[src/rtl/ifetch_q_if.sv]
// Fetch-unit bundle: memory request/response side plus the decode handshake.
// The master modport is the fetch unit; the slave modport is its environment.
interface ifetch_q_if #(
    parameter int unsigned ADDR = 16,
    parameter int unsigned WORD = 32
);
    logic            mem_req_o;
    logic [ADDR-1:0] mem_addr_o;
    logic            mem_gnt_i;
    logic            mem_rvalid_i;
    logic [WORD-1:0] mem_rdata_i;
    logic            branch_i;
    logic [ADDR-1:0] branch_addr_i;
    logic            inst_valid_o;
    logic            inst_ready_i;
    logic [WORD-1:0] inst_o;
    logic [ADDR-1:0] inst_addr_o;

    modport master (
        output mem_req_o, mem_addr_o, inst_valid_o, inst_o, inst_addr_o,
        input  mem_gnt_i, mem_rvalid_i, mem_rdata_i, branch_i, branch_addr_i, inst_ready_i
    );

    modport slave (
        input  mem_req_o, mem_addr_o, inst_valid_o, inst_o, inst_addr_o,
        output mem_gnt_i, mem_rvalid_i, mem_rdata_i, branch_i, branch_addr_i, inst_ready_i
    );
endinterface

[src/rtl/ifetch_q.sv]
// Prefetching instruction-fetch unit: keeps up to DEPTH requests in flight to a
// pipelined in-order memory, buffers responses and hands them to decode.
// A branch flushes the queue and marks every outstanding response as stale.
module ifetch_q #(
    parameter int unsigned ADDR     = 16,
    parameter int unsigned WORD     = 32,
    parameter int unsigned DEPTH    = 4,
    parameter int unsigned RESET_PC = 0
) (
    input  logic        clk,
    input  logic        rst,
    ifetch_q_if.master  bus
);
    localparam int unsigned PW = $clog2(DEPTH);
    localparam int unsigned CW = $clog2(DEPTH + 1);

    typedef logic [PW-1:0] ptr_t;
    typedef logic [CW-1:0] cnt_t;

    logic            run_q;
    logic [ADDR-1:0] fpc_q, fpc_d;
    logic [ADDR-1:0] addr_q [DEPTH];
    logic [ADDR-1:0] addr_d [DEPTH];
    logic [WORD-1:0] data_q [DEPTH];
    logic [WORD-1:0] data_d [DEPTH];
    logic [DEPTH-1:0] filled_q, filled_d;
    ptr_t head_q, head_d, alloc_q, alloc_d, fill_q, fill_d;
    cnt_t occ_q, occ_d, inflight_q, inflight_d, drop_q, drop_d;

    logic issue, grant, resp, deliver, pop;

    // Handshake qualifiers; run_q holds requests off until the first edge after reset.
    always_comb begin
        issue   = run_q && !bus.branch_i && (occ_q < cnt_t'(DEPTH))
                  && (inflight_q < cnt_t'(DEPTH));
        grant   = issue && bus.mem_gnt_i;
        resp    = bus.mem_rvalid_i;
        deliver = filled_q[head_q] && !bus.branch_i;
        pop     = deliver && bus.inst_ready_i;
    end

    // Next-state: branch flushes everything, otherwise pop/fill/allocate with net counts.
    always_comb begin
        fpc_d      = fpc_q;
        addr_d     = addr_q;
        data_d     = data_q;
        filled_d   = filled_q;
        head_d     = head_q;
        alloc_d    = alloc_q;
        fill_d     = fill_q;
        occ_d      = occ_q;
        inflight_d = inflight_q;
        drop_d     = drop_q;
        if (bus.branch_i) begin
            fpc_d      = bus.branch_addr_i;
            filled_d   = '0;
            head_d     = '0;
            alloc_d    = '0;
            fill_d     = '0;
            occ_d      = '0;
            // A response landing in the branch cycle is already discarded.
            inflight_d = inflight_q - cnt_t'(resp);
            drop_d     = inflight_q - cnt_t'(resp);
        end else begin
            if (pop) begin
                // Clear so an empty queue never shows a stale head as valid.
                filled_d[head_q] = 1'b0;
                head_d           = head_q + ptr_t'(1);
            end
            if (resp) begin
                inflight_d = inflight_d - cnt_t'(1);
                if (drop_q != '0) begin
                    drop_d = drop_q - cnt_t'(1);
                end else begin
                    data_d[fill_q]   = bus.mem_rdata_i;
                    filled_d[fill_q] = 1'b1;
                    fill_d           = fill_q + ptr_t'(1);
                end
            end
            if (grant) begin
                addr_d[alloc_q]   = fpc_q;
                filled_d[alloc_q] = 1'b0;
                alloc_d           = alloc_q + ptr_t'(1);
                inflight_d        = inflight_d + cnt_t'(1);
                fpc_d             = fpc_q + ADDR'(1);
            end
            occ_d = occ_q + cnt_t'(grant) - cnt_t'(pop);
        end
    end

    // State register with asynchronous active-low reset.
    always_ff @(posedge clk or negedge rst) begin
        if (!rst) begin
            run_q      <= 1'b0;
            fpc_q      <= ADDR'(RESET_PC);
            addr_q     <= '{default: '0};
            data_q     <= '{default: '0};
            filled_q   <= '0;
            head_q     <= '0;
            alloc_q    <= '0;
            fill_q     <= '0;
            occ_q      <= '0;
            inflight_q <= '0;
            drop_q     <= '0;
        end else begin
            run_q      <= 1'b1;
            fpc_q      <= fpc_d;
            addr_q     <= addr_d;
            data_q     <= data_d;
            filled_q   <= filled_d;
            head_q     <= head_d;
            alloc_q    <= alloc_d;
            fill_q     <= fill_d;
            occ_q      <= occ_d;
            inflight_q <= inflight_d;
            drop_q     <= drop_d;
        end
    end

    // Outputs; head data is zeroed whenever it is not being presented.
    always_comb begin
        bus.mem_req_o    = issue;
        bus.mem_addr_o   = fpc_q;
        bus.inst_valid_o = deliver;
        bus.inst_o       = deliver ? data_q[head_q] : '0;
        bus.inst_addr_o  = deliver ? addr_q[head_q] : '0;
    end
endmodule
[src/flat_wrapper.sv]
// flat-port wrapper written by rule: the top's interface ports become plain ports
module ifetch_q_flat 
#(
    parameter int unsigned ADDR     = 16,
    parameter int unsigned WORD     = 32,
    parameter int unsigned DEPTH    = 4,
    parameter int unsigned RESET_PC = 0
)
  (clk, rst, bus_mem_req_o, bus_mem_addr_o, bus_inst_valid_o, bus_inst_o, bus_inst_addr_o, bus_mem_gnt_i, bus_mem_rvalid_i, bus_mem_rdata_i, bus_branch_i, bus_branch_addr_i, bus_inst_ready_i);
  ifetch_q_if #(.ADDR(ADDR), .WORD(WORD)) bus_i ();
  input  logic clk;
  input  logic rst;
  output wire logic [$bits(bus_i.mem_req_o)-1:0] bus_mem_req_o;
  output wire logic [$bits(bus_i.mem_addr_o)-1:0] bus_mem_addr_o;
  output wire logic [$bits(bus_i.inst_valid_o)-1:0] bus_inst_valid_o;
  output wire logic [$bits(bus_i.inst_o)-1:0] bus_inst_o;
  output wire logic [$bits(bus_i.inst_addr_o)-1:0] bus_inst_addr_o;
  input wire logic [$bits(bus_i.mem_gnt_i)-1:0] bus_mem_gnt_i;
  input wire logic [$bits(bus_i.mem_rvalid_i)-1:0] bus_mem_rvalid_i;
  input wire logic [$bits(bus_i.mem_rdata_i)-1:0] bus_mem_rdata_i;
  input wire logic [$bits(bus_i.branch_i)-1:0] bus_branch_i;
  input wire logic [$bits(bus_i.branch_addr_i)-1:0] bus_branch_addr_i;
  input wire logic [$bits(bus_i.inst_ready_i)-1:0] bus_inst_ready_i;
  assign bus_mem_req_o = bus_i.mem_req_o;
  assign bus_mem_addr_o = bus_i.mem_addr_o;
  assign bus_inst_valid_o = bus_i.inst_valid_o;
  assign bus_inst_o = bus_i.inst_o;
  assign bus_inst_addr_o = bus_i.inst_addr_o;
  assign bus_i.mem_gnt_i = bus_mem_gnt_i;
  assign bus_i.mem_rvalid_i = bus_mem_rvalid_i;
  assign bus_i.mem_rdata_i = bus_mem_rdata_i;
  assign bus_i.branch_i = bus_branch_i;
  assign bus_i.branch_addr_i = bus_branch_addr_i;
  assign bus_i.inst_ready_i = bus_inst_ready_i;
  ifetch_q #(.ADDR(ADDR), .WORD(WORD), .DEPTH(DEPTH), .RESET_PC(RESET_PC)) u_core (.clk(clk), .rst(rst), .bus(bus_i));
endmodule
[config.mk]
export PLATFORM = sky130hd
export DESIGN_NAME = ifetch_q_flat
export DESIGN_NICKNAME = d
export VERILOG_FILES = /design/src/rtl/ifetch_q_if.sv /design/src/rtl/ifetch_q.sv /design/src/flat_wrapper.sv
export SDC_FILE = /design/constraint.sdc
export NUM_CORES = 1
export LEC_CHECK = 0
export CAP_MARGIN = 5
export CORE_MARGIN = 2
export CORE_UTILIZATION = 40
export CTS_BUF_LIST = sky130_fd_sc_hd__clkbuf_4
export CTS_CLUSTER_SIZE = 24
export DETAILED_ROUTE_END_ITERATION = 8
export GPL_ROUTABILITY_DRIVEN = 0
export PLACE_DENSITY_LB_ADDON = 0.08
export SLEW_MARGIN = 20
export SYNTH_ARGS = -nofsm -noshare
export SYNTH_HDL_FRONTEND = slang
export SYNTH_SLANG_ARGS = --single-unit
[constraint.sdc]
create_clock -name clk -period 6.3 [get_ports clk]
set_clock_uncertainty 0.15 [all_clocks]
set_input_delay 1.26 -clock clk [delete_from_list [all_inputs] [get_ports clk]]
set_output_delay 1.26 -clock clk [all_outputs]
set_load 0.005 [all_outputs]
==> results.txt, run 1 <==
yosys + openroad results -> WS Path Type=in -> out, Hold Crit Class=reg -> reg, Switch Pwr=1.17 mW, Fin Setup TNS=0 ns, Floorplan Nets=835, setup repair after global routing missed its margin=no, wire per inst=20.9 um, Max-slew headroom=0.296, Synth cell types=51, post-CTS sizing=0, status=complete, no violations, highest routed layer=met5, global-route layer with the greatest usage=met2, number of DRC markers in iteration 0=388, Flop pwr share=0.463, Nets=975, Crit Reg-Reg Startpoint=u_core.head_q[0]$_DFFE_PN0P_, yosys stat area=0.0109 mm^2, Max Cap Viol=0, Worst Hold End=u_core.data_q[47]$_DFFE_PN0P_, met1 usage=0.259, Dominant flop cell=dfrtp_1, vias in the first global route=7,805, crit start category=input pin, leak pwr=6.28 nW, Die Span Y=169 um, core footprint=0.0269 mm^2, Worst Hold Launch=u_core.data_q[47]$_DFFE_PN0P_, die extent in x=169 um, # H-tree levels=3, Post-synth EDFFs=0, row count=60, CP Capture Type=primary output, Metal-1 WL=12,100 um, Late-Pin Clk Latency=0.67 ns, met3 Use GR=0.0492, GRT Overall Usage=0.195, Post CTS Setup Buffer Count=0, Via density=5.44, clock share of power=0.314, floorplan utilization=0.407, Yosys Instances=760, CP Max Fanout=23, critical path required time=4.89 ns, worst-margin pin slew=1.06 ns, pwr/cell area=321 mW/mm^2, area grow syn2layout=20.2%, reg2reg end=u_core.occ_q[2]$_DFF_PN0_, Hold Path Stages=1, Cell Int Power=3.06 mW, Data arrival, critical path=3.56 ns, CTS tree=built, Avg Synthesized Cell Area=14.4 um^2, routed wl met2=12,800 um, Routed Antenna Nets=0, Yosys reg bits=228, chip area=0.0287 mm^2, R2R Setup Slk=2.84 ns
[run 1: worst max-delay path, cell delays in order]
cell and delay (ns):
clkdlybuf4s50_1 0.51, clkinv_1 0.65, buf_4 0.49, and3_1 0.18
clkdlybuf4s50_1 0.44
[run 1: power by group through the flow]
stage	logic [mW]	clock network, mW	registers, mW
2_1_floorplan	0.699	0	1.90
3_3_place_gp	0.922	0	1.95
3_5_place_dp	0.955	0	1.98
4_1_cts	0.956	1.38	1.96
5_1_grt	1.04	1.47	2.00
6_report	0.943	1.33	1.96
[run 1: flip-flops by register name, summed over array words and instances, names as in the netlist, 3 cells and up]
signal	count
u_core.drop_q	3
u_core.addr_q	64
u_core.data_q	128
u_core.bus.mem_addr_o	16
u_core.filled_q	4
u_core.inflight_q	3
u_core.occ_q	3
[run 1: synth_stat cells (9+ instances only)]
cell type,count,share of area
ha_1,20,0.023
mux2_4,30,0.041
buf_2,21,0.0096
dfrtp_1,228,0.52
mux2_2,162,0.17
o21ai_0,9,0.0041
nand3_1,13,0.0059
clkbuf_1,28,0.0096
nor2_1,13,0.0045
and3_1,50,0.029
inv_1,23,0.0079
nand2_1,23,0.0079
mux4_2,49,0.10
[run 1: metrics by stage]
| step | cell area, um^2 | utilization | instances | setup slack, ns | power, mW |
|---|---|---|---|---|---|
| finish | 13200 | 0.490 | 1283 | 1.33 | 4.23 |
| floorplan | 10900 | - | 760 | 2.85 | 2.60 |
| CTS | 13200 | 0.489 | 1282 | 1.26 | 4.30 |
| global placement | 12400 | 0.460 | 1172 | 1.37 | 2.87 |
| detailed placement | 12400 | 0.460 | 1172 | 1.30 | 2.94 |
| global route | 13200 | 0.490 | 1283 | 1.21 | 4.51 |
[run 1: kinds of logic (layout without fill, tap and decap cells)]
kind of cell             Yosys count  count (layout)  synth area share
adder cells (fa/ha/maj)           21              21            0.0247
buffers and inverters             79             260            0.0327
AND-OR/OR-AND                     49              49            0.0330
flip-flops                       228             228             0.521
XOR/XNOR                           9               9           0.00720
AND/OR/NAND/NOR                  128             128            0.0684
other                              1               2          0.000343
multiplexers                     245             245             0.312
[run 1: final cells by class]
cell class / instances / area, um^2 / share of cell area
antenna: 1 / 2.50 / 0.000190
clock buffer: 98 / 736 / 0.0559
clock inverter: 12 / 46.3 / 0.00352
inverter: 24 / 95.1 / 0.00723
multi-input combinational: 453 / 4890 / 0.372
sequential: 228 / 5710 / 0.434
tap: 341 / 427 / 0.0324
timing repair buffer: 126 / 1250 / 0.0949
[run 1: placed cells by master, fill, tap and decap left out, drive strengths merged, types with 4 or more instances in the layout]
cell type,synthesis,layout
o211ai,4,4
a221o,8,8
nor2,13,13
nand3,13,13
clkinv,1,12
o21ai,9,9
xnor2,8,8
mux4,49,49
a31oi,4,4
nand2,27,27
ha,20,20
dfrtp,228,228
clkdlybuf4s50,0,118
buf,27,8
a21oi,5,5
nand4,4,4
and3,50,50
mux2i,4,4
clkbuf,28,98
mux2,192,192
and4,5,5
inv,23,24
nor3,4,4
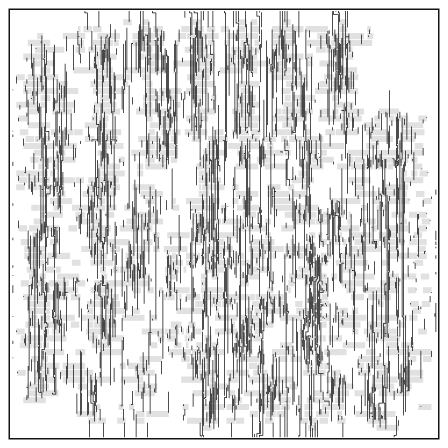
(run_1/met2.png)
Cells faint in the background.
wire length on this layer	12,800 um
share of all routed wire	48%
longest straight run	59.8 um
final WL: 26,800 um
routed vias: 6,978
routing usage on met2: 0.314

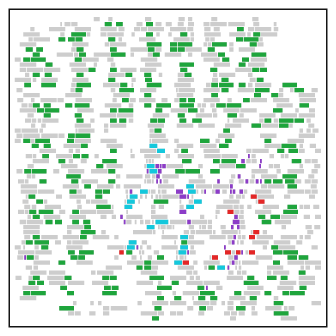
(run_1/gate_families.png)
colour	family	cells
green	multiplexers	245
cyan	adder and majority cells	21
purple	NAND gates	46
red	AND-OR and OR-AND gates	11
Finished Layout Cells: 1,283
Comb/total area: 0.372
Commonest Layout Cell: dfrtp_1

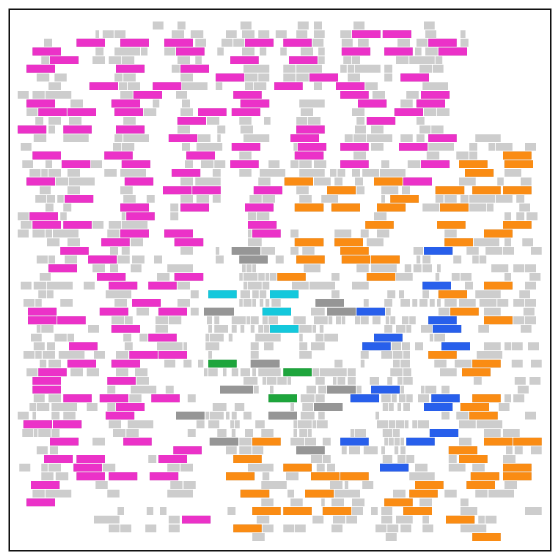
(run_1/registers.png)
Other sequential cells in the stronger grey, the rest of the logic in the fainter grey.
colour	signal	placed flops
blue	u_core.bus.mem_addr_o	16
cyan	u_core.filled_q	4
magenta	u_core.data_q	128
orange	u_core.addr_q	64
green	u_core.occ_q	3
Util after Layout: 0.490
Seq power: 1.96 mW
Seq/total area: 0.434
sequential cell area: 0.00571 mm^2

==> run 2: changes to the inputs <==
- clock period: 6.3 -> 4 ns (I/O delays scaled with it)
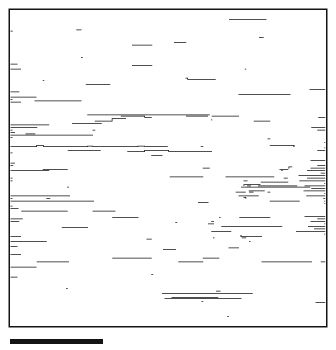
(run_2/met3.png)
Scale bar: 50 um.
wire length on this layer	1,510 um
share of all routed wire	5.6%
main direction	horizontal
met3 Use GR: 0.0457
routed vias: 7,091
final WL: 27,100 um

==> run 2 against run 1 <==
- clock-buffer cell count grew 2
- sequential share of layout area fell by 0.90 points
- worst setup slack got worse by 1.2 ns
- power rose by 64%
- sequential power up 58%
- critical path type is now reg -> out
- critical endpoint is now bus_inst_o[23]
==> results.txt, run 2 <==
yosys + openroad results -> Synth top area share=0.521 (unchanged), Nets=994 (was 975), Avg Synthesized Cell Area=14.4 um^2 (unchanged), Max-slew headroom=0.413 (was 0.296), max FFs per register=128 (unchanged), number of DRC markers in iteration 0=355 (was 388), WS Path Type=reg -> out (was in -> out), crit start category=flip-flop (was input pin), most common cell in the synthesized netlist=dfrtp_1 (unchanged), CP Cell Sequence=mux4_2, buf_12, and3_1, clkdlybuf4s50_1 (was clkdlybuf4s50_1, clkinv_1, buf_4, and3_1, clkdlybuf4s50_1), vias in the first global route=8,014 (was 7,805), Late-Pin Clk Latency=0.65 ns (was 0.67 ns), setup repair after global routing missed its margin=no (unchanged), Max Cap Viol=0 (unchanged), Flop pwr share=0.445 (was 0.463), Logic power comb=1.52 mW (was 0.943 mW), Clock Tree Buf Depth=3 (unchanged), count of TritonRoute iterations in the first routing pass=4 (was 5), Commonest Layout Cell=dfrtp_1 (unchanged), # setup viols final=0 (unchanged), Post-synth EDFFs=0 (unchanged), yosys stat area=0.0109 mm^2 (unchanged), status=complete, no violations (unchanged), biggest area cells=dfrtp_1, mux2_2, mux4_2 (unchanged), row count=60 (unchanged), leading power group=sequential cells (unchanged), pwr/cell area=516 mW/mm^2 (was 321 mW/mm^2), sequential cell area=0.00571 mm^2 (unchanged), Fin Setup TNS=0 ns (unchanged), reg2reg end=u_core.occ_q[2]$_DFF_PN0_ (unchanged), critical path required time=3.05 ns (was 4.89 ns), Post CTS Setup Buffer Count=0 (unchanged), # H-tree levels=3 (unchanged), GRT Overall Usage=0.196 (was 0.195), Die Span Y=169 um (unchanged), Routed Antenna Nets=0 (unchanged), Switch Pwr=1.88 mW (was 1.17 mW), Critical Path Max Stage Delay=0.75 ns (was 0.65 ns), Crit Reg-Reg Startpoint=u_core.head_q[0]$_DFFE_PN0P_ (unchanged), Synth cell types=51 (unchanged), Util after Layout=0.500 (was 0.490), Dominant flop cell=dfrtp_1 (unchanged), wire per inst=20.7 um (was 20.9 um), Data arrival, critical path=2.91 ns (was 3.56 ns), slowest CP cell=mux4_2 (was clkinv_1), Yosys Instances=760 (unchanged), worst-margin pin slew=0.880 ns (was 1.06 ns), chip area=0.0287 mm^2 (unchanged), Biggest register=u_core.data_q (unchanged), Synth area leader=dfrtp_1 (unchanged), P_clk=2.32 mW (was 1.33 mW), CTS Root Cell=clkbuf_4 (unchanged), core footprint=0.0269 mm^2 (unchanged), Multi-input gate area=0.00489 mm^2 (about the same), Yosys reg bits=228 (unchanged), Floorplan Nets=835 (unchanged), area grow syn2layout=22.8% (was 20.2%), Cell Int Power=5.05 mW (was 3.06 mW), clock share of power=0.335 (was 0.314), Hold Crit Class=reg -> reg (unchanged), die extent in x=169 um (unchanged), floorplan utilization=0.407 (unchanged), CP Capture Type=primary output (unchanged), Seq power=3.09 mW (was 1.96 mW), Via density=5.43 (was 5.44), CTS tree=built (unchanged), CP Max Fanout=27 (was 23), leak pwr=6.42 nW (was 6.28 nW), R2R Setup Slk=1.02 ns (was 2.84 ns)
[run 2: cell count changes in the layout (fill, tap and decap cells not counted), sizes merged]
cell and change:
buf +17, bufinv +3, clkbuf +2, clkinv +1
dlygate4sd3 +1, inv -1
[run 2: cells by family (layout without fill, tap and decap cells)]
group | after synthesis | in the layout | share of synthesized area
and+or+nand+nor | 128 | 128 | 0.0684
adders and majority gates | 21 | 21 | 0.0247
buffers and inverters | 79 | 283 | 0.0327
DFF | 228 | 228 | 0.521
muxes | 245 | 245 | 0.312
xor gates and xnor gates | 9 | 9 | 0.00720
AOI/OAI and AO/OA | 49 | 49 | 0.0330
other | 1 | 2 | 0.000343
[run 2: critical path: cells and delay by family (launching register included)]
| family | cells | cell delay, ns |
|---|---|---|
| multiplexers | 1 | 0.75 |
| AND/OR/NAND/NOR | 1 | 0.20 |
| flip-flops | 1 | 0.50 |
| buffers and inverters | 2 | 0.79 |
[run 2: how the worst min path moves through the flow]
| stage | start | to | slack (ns) | cells past startpoint |
|---|---|---|---|---|
| after floorplan | u_core.data_q[32]$_DFFE_PN0P_ | u_core.data_q[32]$_DFFE_PN0P_ | 0.32 | 1 |
| after global placement | u_core.data_q[50]$_DFFE_PN0P_ | u_core.data_q[50]$_DFFE_PN0P_ | 0.33 | 1 |
| after detailed placement | u_core.data_q[60]$_DFFE_PN0P_ | u_core.data_q[60]$_DFFE_PN0P_ | 0.34 | 1 |
| after CTS | u_core.data_q[60]$_DFFE_PN0P_ | u_core.data_q[60]$_DFFE_PN0P_ | 0.35 | 1 |
| after global routing | u_core.data_q[116]$_DFFE_PN0P_ | u_core.data_q[116]$_DFFE_PN0P_ | 0.36 | 1 |
| final | u_core.data_q[30]$_DFFE_PN0P_ | u_core.data_q[30]$_DFFE_PN0P_ | 0.35 | 1 |
[run 2: what timing repair did]
action	in CTS	in global routing
endpoints found under the setup margin	0	0
gates resized	0	0
hold endpoints to repair	46	0
hold buffers	1	0
[run 2: final cells by class]
cell class,count,area share
Clock buffer,100,0.0559
Multi-Input combinational cell,453,0.364
Inverter,24,0.00708
Clock inverter,15,0.0101
Sequential cell,228,0.425
Tap cell,341,0.0318
Timing Repair Buffer,144,0.106
Antenna cell,1,0.000186
[run 2: metal layers]
| layer | vias to the layer above | share of wire | wire [um] | GRT usage |
|---|---|---|---|---|
| met3 | 66 | 0.056 | 1510 | 0.0457 |
| li1 | 3165 | - | - | - |
| met4 | 0 | 0.025 | 681 | 0.0818 |
| met1 | 3667 | 0.43 | 11800 | 0.254 |
| met2 | 193 | 0.48 | 13100 | 0.319 |
| met5 | - | 0 | 0 | 0 |
[run 2: stage by stage]
step                      area, um^2  cells  setup WS, ns  power [mW]  hold WS, ns
after floorplan                10900    760          1.21        4.10        0.324
after global placement         12500   1189         0.601        4.54        0.331
after detailed placement       12500   1189         0.579        4.66        0.337
after CTS                      13400   1305         0.105        7.04        0.350
after global routing           13400   1306       0.00913        7.35        0.359
final                          13400   1306         0.139        6.93        0.348
==> run 3: changes to the inputs <==
- CORE_ASPECT_RATIO: not set -> 0.75
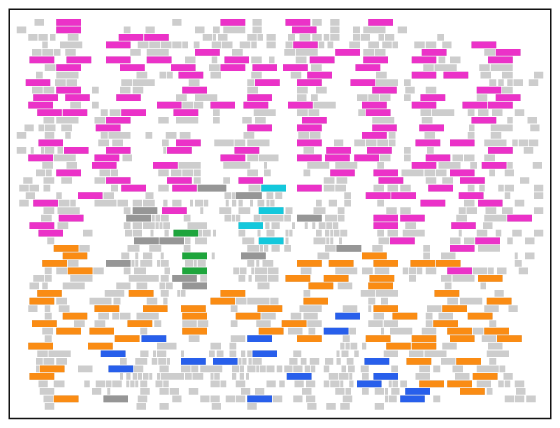
(run_3/registers.png)
Other sequential cells in the stronger grey, the rest of the logic in the fainter grey.
colour	signal	placed flops
orange	u_core.addr_q	64
cyan	u_core.filled_q	4
blue	u_core.bus.mem_addr_o	16
green	u_core.occ_q	3
magenta	u_core.data_q	128
Seq power: 3.08 mW
Seq/total area: 0.429
Util after Layout: 0.494

==> run 3 against run 2 <==
- highest routed layer is now met5
- core utilization decreased by 0.59 points
- sequential power about the same
- sequential share of layout area increased by 0.41 points
- first-iteration DRC count decreased by 8.7%
- largest power group unchanged
- clock power decreased by 13%
- non-clock buffer count decreased by 3
- sequential cell count unchanged
- register-to-register slack improved by 0.09 ns
- via count decreased by 1.1%
- critical path type unchanged
- fmax increased by 4.5%
==> results.txt, run 3 <==
yosys + openroad results -> Critical Path Max Stage Delay=0.55 ns (was 0.75 ns), slowest CP cell=mux4_2 (unchanged), leak pwr=6.34 nW (was 6.42 nW), CP delay by family, top=buffers and inverters (unchanged), area grow syn2layout=21.6% (was 22.8%), Top cells excl fill/tap=dfrtp_1, mux2_2, clkdlybuf4s50_1, clkbuf_4, and3_1 (unchanged), crit start category=flip-flop (unchanged), Die Span Y=147 um (was 169 um), vias in the first global route=7,811 (was 8,014), Fin Setup TNS=0 ns (unchanged), pwr/cell area=497 mW/mm^2 (was 516 mW/mm^2), highest routed layer=met5 (was met4), routed wl met2=12,400 um (was 13,100 um), Commonest Layout Cell=dfrtp_1 (unchanged), Synth cell types=51 (unchanged), CTS Root Cell=clkbuf_4 (unchanged), chip area=0.0287 mm^2 (about the same), # setup viols final=0 (unchanged), Max-slew headroom=0.356 (was 0.413), Clock Tree Buf Depth=3 (unchanged), CP Capture Type=primary output (unchanged), routed vias=7,016 (was 7,091), Yosys Instances=760 (unchanged), Max Cap Viol=0 (unchanged), Pwr Total=6.61 mW (was 6.93 mW), clock share of power=0.304 (was 0.335), post-CTS sizing=0 (unchanged), Yosys reg bits=228 (unchanged), Data arrival, critical path=2.74 ns (was 2.91 ns), Metal-1 WL=12,300 um (was 11,800 um), Flop pwr share=0.466 (was 0.445), yosys stat area=0.0109 mm^2 (unchanged), status=complete, no violations (unchanged), die extent in x=195 um (was 169 um), number of DRC markers in iteration 0=324 (was 355), core footprint=0.0269 mm^2 (about the same), worst-margin pin slew=0.967 ns (was 0.880 ns), Hold Crit Class=reg -> reg (unchanged), row count=52 (was 60), Hold WS=0.348 ns (about the same), biggest area cells=dfrtp_1, mux2_2, mux4_2 (unchanged), Multi-input gate area=0.00489 mm^2 (unchanged), Biggest register=u_core.data_q (unchanged), count of TritonRoute iterations in the first routing pass=5 (was 4), Cell Int Power=4.79 mW (was 5.05 mW), wire per inst=20.6 um (was 20.7 um), floorplan utilization=0.406 (was 0.407), Routed Antenna Nets=0 (unchanged), Synth top area share=0.521 (unchanged), Dominant flop cell=dfrtp_1 (unchanged), setup repair after global routing missed its margin=no (unchanged), Post-synth EDFFs=0 (unchanged), GRT Overall Usage=0.192 (was 0.196), CTS tree=built (unchanged), max FFs per register=128 (unchanged), CP Max Fanout=30 (was 27), Floorplan Nets=835 (unchanged)
[run 3: cell families after synthesis]
| family | after synthesis | share of synthesized area |
|---|---|---|
| multiplexers | 245 | 0.312 |
| flip-flops | 228 | 0.521 |
| AND/OR/NAND/NOR | 128 | 0.0684 |
| buffers and inverters | 79 | 0.0327 |
| AND-OR/OR-AND | 49 | 0.0330 |
| adder cells (fa/ha/maj) | 21 | 0.0247 |
| XOR/XNOR | 9 | 0.00720 |
| other | 1 | 0.000343 |
[run 3: per-stage QoR]
stage               worst slack, ns  cells
floorplan                      1.21    760
global placement              0.552   1193
detailed placement            0.534   1193
CTS                           0.198   1297
global route                  0.153   1298
finish                        0.306   1298
[run 3: final timing paths]
| path | to | slack (ns) | depth (start not counted) | start |
|---|---|---|---|---|
| max | bus_inst_addr_o[13] | 0.31 | 4 | u_core.head_q[0]$_DFFE_PN0P_ |
| max reg2reg | u_core.occ_q[2]$_DFF_PN0_ | 1.11 | 9 | u_core.head_q[0]$_DFFE_PN0P_ |
| min reg2reg | u_core.data_q[42]$_DFFE_PN0P_ | 0.35 | 1 | u_core.data_q[42]$_DFFE_PN0P_ |
| min in group asynchronous | u_core.addr_q[33]$_DFFE_PN0P_ | 0.60 | 2 | rst |
| min | u_core.data_q[42]$_DFFE_PN0P_ | 0.35 | 1 | u_core.data_q[42]$_DFFE_PN0P_ |
| max in group asynchronous | u_core.addr_q[31]$_DFFE_PN0P_ | 2.17 | 3 | rst |
[run 3: timing repair]
action / CTS / global route
buffers inserted: 3 / 0
hold buffers: 1 / 0
endpoints found under the setup margin: 48 / 0
endpoints found under the hold margin: 4 / 0
[run 3: final cells by class]
type | instances | area share
Clock buffer | 89 | 0.0502
Tap cell | 351 | 0.0330
Clock inverter | 11 | 0.00508
Antenna cell | 1 | 0.000188
Timing Repair Buffer | 141 | 0.108
Sequential cell | 228 | 0.429
Inverter | 24 | 0.00715
Multi-Input combinational cell | 453 | 0.368
[run 3: routing by layer]
metal	vias to the layer above	global-route usage
met2	171	0.301
met5	-	0
met3	49	0.0521
li1	3143	-
met4	2	0.0645
met1	3651	0.260
[run 3: worst register-to-register path: cells and delay by family, from the launching register on]
| kind | cells | cell delay [ns] |
|---|---|---|
| and+or+nand+nor | 2 | 0.36 |
| buffers and inverters | 2 | 0.36 |
| muxes | 1 | 0.36 |
| adders and majority gates | 2 | 0.58 |
| DFF | 1 | 0.54 |
| xor gates and xnor gates | 2 | 0.40 |
[run 3: power groups by stage]
stage,sequential (mW),combinational [mW],clock (mW)
final,3.08,1.52,2.01
after global routing,3.14,1.67,2.22
after floorplan,3.00,1.10,0
after detailed placement,3.13,1.52,0
after CTS,3.08,1.55,2.10
after global placement,3.08,1.46,0
Power is estimated from default activity; no workload was simulated.
